[src/rtl/alu_pkg.sv]
// Shared command, selector and state encodings for the ALU controller,
// plus the response-flag helpers.
package alu_pkg;

    typedef enum logic [1:0] {
        OP_LDA  = 2'b00,
        OP_LDB  = 2'b01,
        OP_EXEC = 2'b10,
        OP_OUTA = 2'b11
    } op_e;

    typedef enum logic [2:0] {
        SEL_ADD = 3'b000,
        SEL_SUB = 3'b001,
        SEL_AND = 3'b010,
        SEL_OR  = 3'b011,
        SEL_XOR = 3'b100,
        SEL_NOT = 3'b101,
        SEL_SHL = 3'b110,
        SEL_SHR = 3'b111
    } sel_e;

    typedef enum logic [1:0] {
        ST_IDLE = 2'b00,
        ST_EXEC = 2'b01,
        ST_RESP = 2'b10
    } state_e;

    localparam int DATA_W = 8;

    function automatic logic zero_flag(input logic [DATA_W-1:0] value);
        return (value == {DATA_W{1'b0}});
    endfunction

    function automatic logic sign_flag(input logic [DATA_W-1:0] value);
        return value[DATA_W-1];
    endfunction

endpackage

[src/rtl/alu_ctrl.sv]
// Command sequencer for an external combinational ALU: holds the A/B operand
// registers, runs one-cycle EXEC operations and returns results over a handshake.
module alu_ctrl
    import alu_pkg::*;
(
    input  logic        clk,
    input  logic        rst_n,
    input  logic        cmd_valid,
    output logic        cmd_ready,
    input  logic [1:0]  cmd_op,
    input  logic [2:0]  cmd_sel,
    input  logic        cmd_dst,
    input  logic [7:0]  cmd_imm,
    output logic [7:0]  alu_a,
    output logic [7:0]  alu_b,
    output logic [2:0]  alu_s,
    input  logic [7:0]  alu_out,
    output logic        res_valid,
    input  logic        res_ready,
    output logic [7:0]  res_data,
    output logic        res_z,
    output logic        res_n
);

    state_e      state_r;
    state_e      state_s;
    logic [7:0]  a_r;
    logic [7:0]  b_r;
    logic [2:0]  sel_r;
    logic        dst_r;
    logic [7:0]  res_data_r;
    logic        res_z_r;
    logic        res_n_r;
    logic        cmd_ready_r;
    logic        res_valid_r;

    assign alu_a     = a_r;
    assign alu_b     = b_r;
    assign alu_s     = sel_r;
    assign cmd_ready = cmd_ready_r;
    assign res_valid = res_valid_r;
    assign res_data  = res_data_r;
    assign res_z     = res_z_r;
    assign res_n     = res_n_r;

    // Next-state decode; loads keep the controller in IDLE.
    always_comb begin
        state_s = state_r;
        case (state_r)
            ST_IDLE: begin
                if (cmd_valid) begin
                    case (cmd_op)
                        OP_EXEC: state_s = ST_EXEC;
                        OP_OUTA: state_s = ST_RESP;
                        default: state_s = ST_IDLE;
                    endcase
                end else begin
                    state_s = ST_IDLE;
                end
            end
            ST_EXEC: state_s = ST_RESP;
            ST_RESP: begin
                if (res_ready) begin
                    state_s = ST_IDLE;
                end else begin
                    state_s = ST_RESP;
                end
            end
            default: state_s = ST_IDLE;
        endcase
    end

    // State register with handshake outputs registered from the next state.
    always_ff @(posedge clk or negedge rst_n) begin
        if (!rst_n) begin
            state_r     <= ST_IDLE;
            cmd_ready_r <= 1'b1;
            res_valid_r <= 1'b0;
        end else begin
            state_r     <= state_s;
            cmd_ready_r <= (state_s == ST_IDLE);
            res_valid_r <= (state_s == ST_RESP);
        end
    end

    // Operand, selector and response registers; EXEC reads pre-write A/B.
    always_ff @(posedge clk or negedge rst_n) begin
        if (!rst_n) begin
            a_r        <= 8'h00;
            b_r        <= 8'h00;
            sel_r      <= 3'b000;
            dst_r      <= 1'b0;
            res_data_r <= 8'h00;
            res_z_r    <= 1'b0;
            res_n_r    <= 1'b0;
        end else begin
            case (state_r)
                ST_IDLE: begin
                    if (cmd_valid) begin
                        case (cmd_op)
                            OP_LDA:  a_r <= cmd_imm;
                            OP_LDB:  b_r <= cmd_imm;
                            OP_EXEC: begin
                                sel_r <= cmd_sel;
                                dst_r <= cmd_dst;
                            end
                            OP_OUTA: begin
                                res_data_r <= a_r;
                                res_z_r    <= zero_flag(a_r);
                                res_n_r    <= sign_flag(a_r);
                            end
                            default: ;
                        endcase
                    end
                end
                ST_EXEC: begin
                    if (dst_r) begin
                        b_r <= alu_out;
                    end else begin
                        a_r <= alu_out;
                    end
                    res_data_r <= alu_out;
                    res_z_r    <= zero_flag(alu_out);
                    res_n_r    <= sign_flag(alu_out);
                end
                default: ;
            endcase
        end
    end

endmodule

[config.mk]
export PLATFORM = sky130hd
export DESIGN_NAME = alu_ctrl
export DESIGN_NICKNAME = d
export VERILOG_FILES = /design/src/rtl/alu_pkg.sv /design/src/rtl/alu_ctrl.sv
export SDC_FILE = /design/constraint.sdc
export NUM_CORES = 1
export LEC_CHECK = 0
export ABC_AREA = 1
export CAP_MARGIN = 20
export CORE_AREA = 2 2 92 58
export DETAILED_ROUTE_END_ITERATION = 10
export DIE_AREA = 0 0 94 60
export PLACE_DENSITY = 0.66
export RECOVER_POWER = 50
export SLEW_MARGIN = 40
export SYNTH_ARGS = -nofsm -noshare
export SYNTH_HDL_FRONTEND = slang
export SYNTH_SLANG_ARGS = --single-unit
[constraint.sdc]
create_clock -name clk -period 1.2 [get_ports clk]
set_input_delay 0.24 -clock clk [delete_from_list [all_inputs] [get_ports clk]]
set_output_delay 0.24 -clock clk [all_outputs]
set_load 0.05 [all_outputs]
Pin placement:
Drawn at 4 px/µm. Pins as bars across the die edge, other pins in gray.
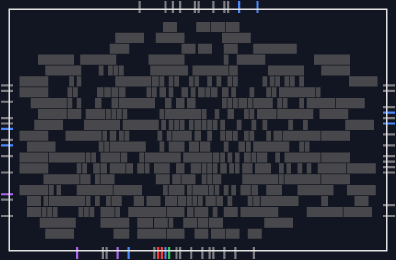
Key: `cmd_valid` = green [pins 1, direction input, edge south]; `alu_a` = blue [pins 8, direction output, edge 2 east, 2 south, 2 west, 2 north]; `cmd_op` = red [pins 2, direction input, edge south]; `alu_s` = purple [pins 3, direction output, edge 2 south, 1 west]
IO buf count: 56
floorplan die height: 60 µm
overall die width: 94 µm

Met2 routing:
Drawn at 4 px/µm.
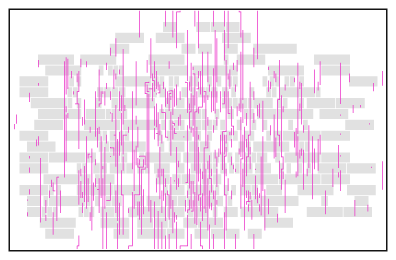
The wires run mostly vertical. The longest straight run is 29.2 µm. 251 nets have wire on it. The layer holds 44% of the routed length. The layer carries 2060 µm of wire.
met2 layer usage reported by global route: 0.269
vias after detailed routing: 1658
aggregate routed wire length: 4640 µm

worst max-delay path: cells and delay by family (launching register included):
family / cells / cell delay [ns]
buffers and inverters: 2 / 0.19
DFF: 1 / 0.47
and+or+nand+nor: 5 / 0.44
per-stage QoR:
stage               setup slack (ns)  utilization  TNS (ns)
finish                      -0.00279        0.590  -0.00689
global route                 -0.0853        0.590     -1.52
CTS                         -0.00758        0.574  -0.00800
detailed placement            -0.254        0.546     -6.68
global placement              -0.217        0.546     -6.15
floorplan                     0.0226            -         0
Yosys cell counts, drive strengths merged:
cell    count  area (µm²)
nor2       16        70.1
nand3b      1        7.51
nand3      32         170
o21ai       2        13.8
inv        15        56.3
dfstp       1        26.3
buf         4        30.0
dfrtp      32         801
nand2     118         455
==> run_results.csv <==
group,metric,value,unit
grt,grt_pass1_vias,1596,
worst_setup_path,worstSetupEndpoint,"alu_a[7]",
sta,fin_worst_skew,0.00782,ns
sta,layout_setup_ws,-0.00279,ns
sta,hold_viol_final,0,
routing,route.met3.wl,299,µm
min_path,worst_hold_path_type,"in -> reg",
sta,finalSetupViolations,4,
logic_synthesis,synth.yosys.warnings,0,
sta,fmaxAchievable,831,MHz
worst_setup_path,critical_path_class,"reg -> reg",
pwr,switching_power,2.93,mW
outcome,failed_checks,"setup timing",
finish,n_all_buffers,71,
sta,final_max_slew_viol_count,0,
logic_synthesis,synth_compound_gate_area_share,0.00844,
finish,layout.nonclk_buf_frac,0.357,
outcome,status,"finished with violations",
logic_synthesis,adder_share,0,
grt,gr-usage-met3,0.0504,
clocking,holdBufCountCts,0,
worst_setup_path,setup_crit_start,"state_r[1]",
logic_synthesis,yosys_cells,221,
floorplan,num_tap_cells,66,
Power figures rest on the tool's default switching activity, not on a simulated workload.
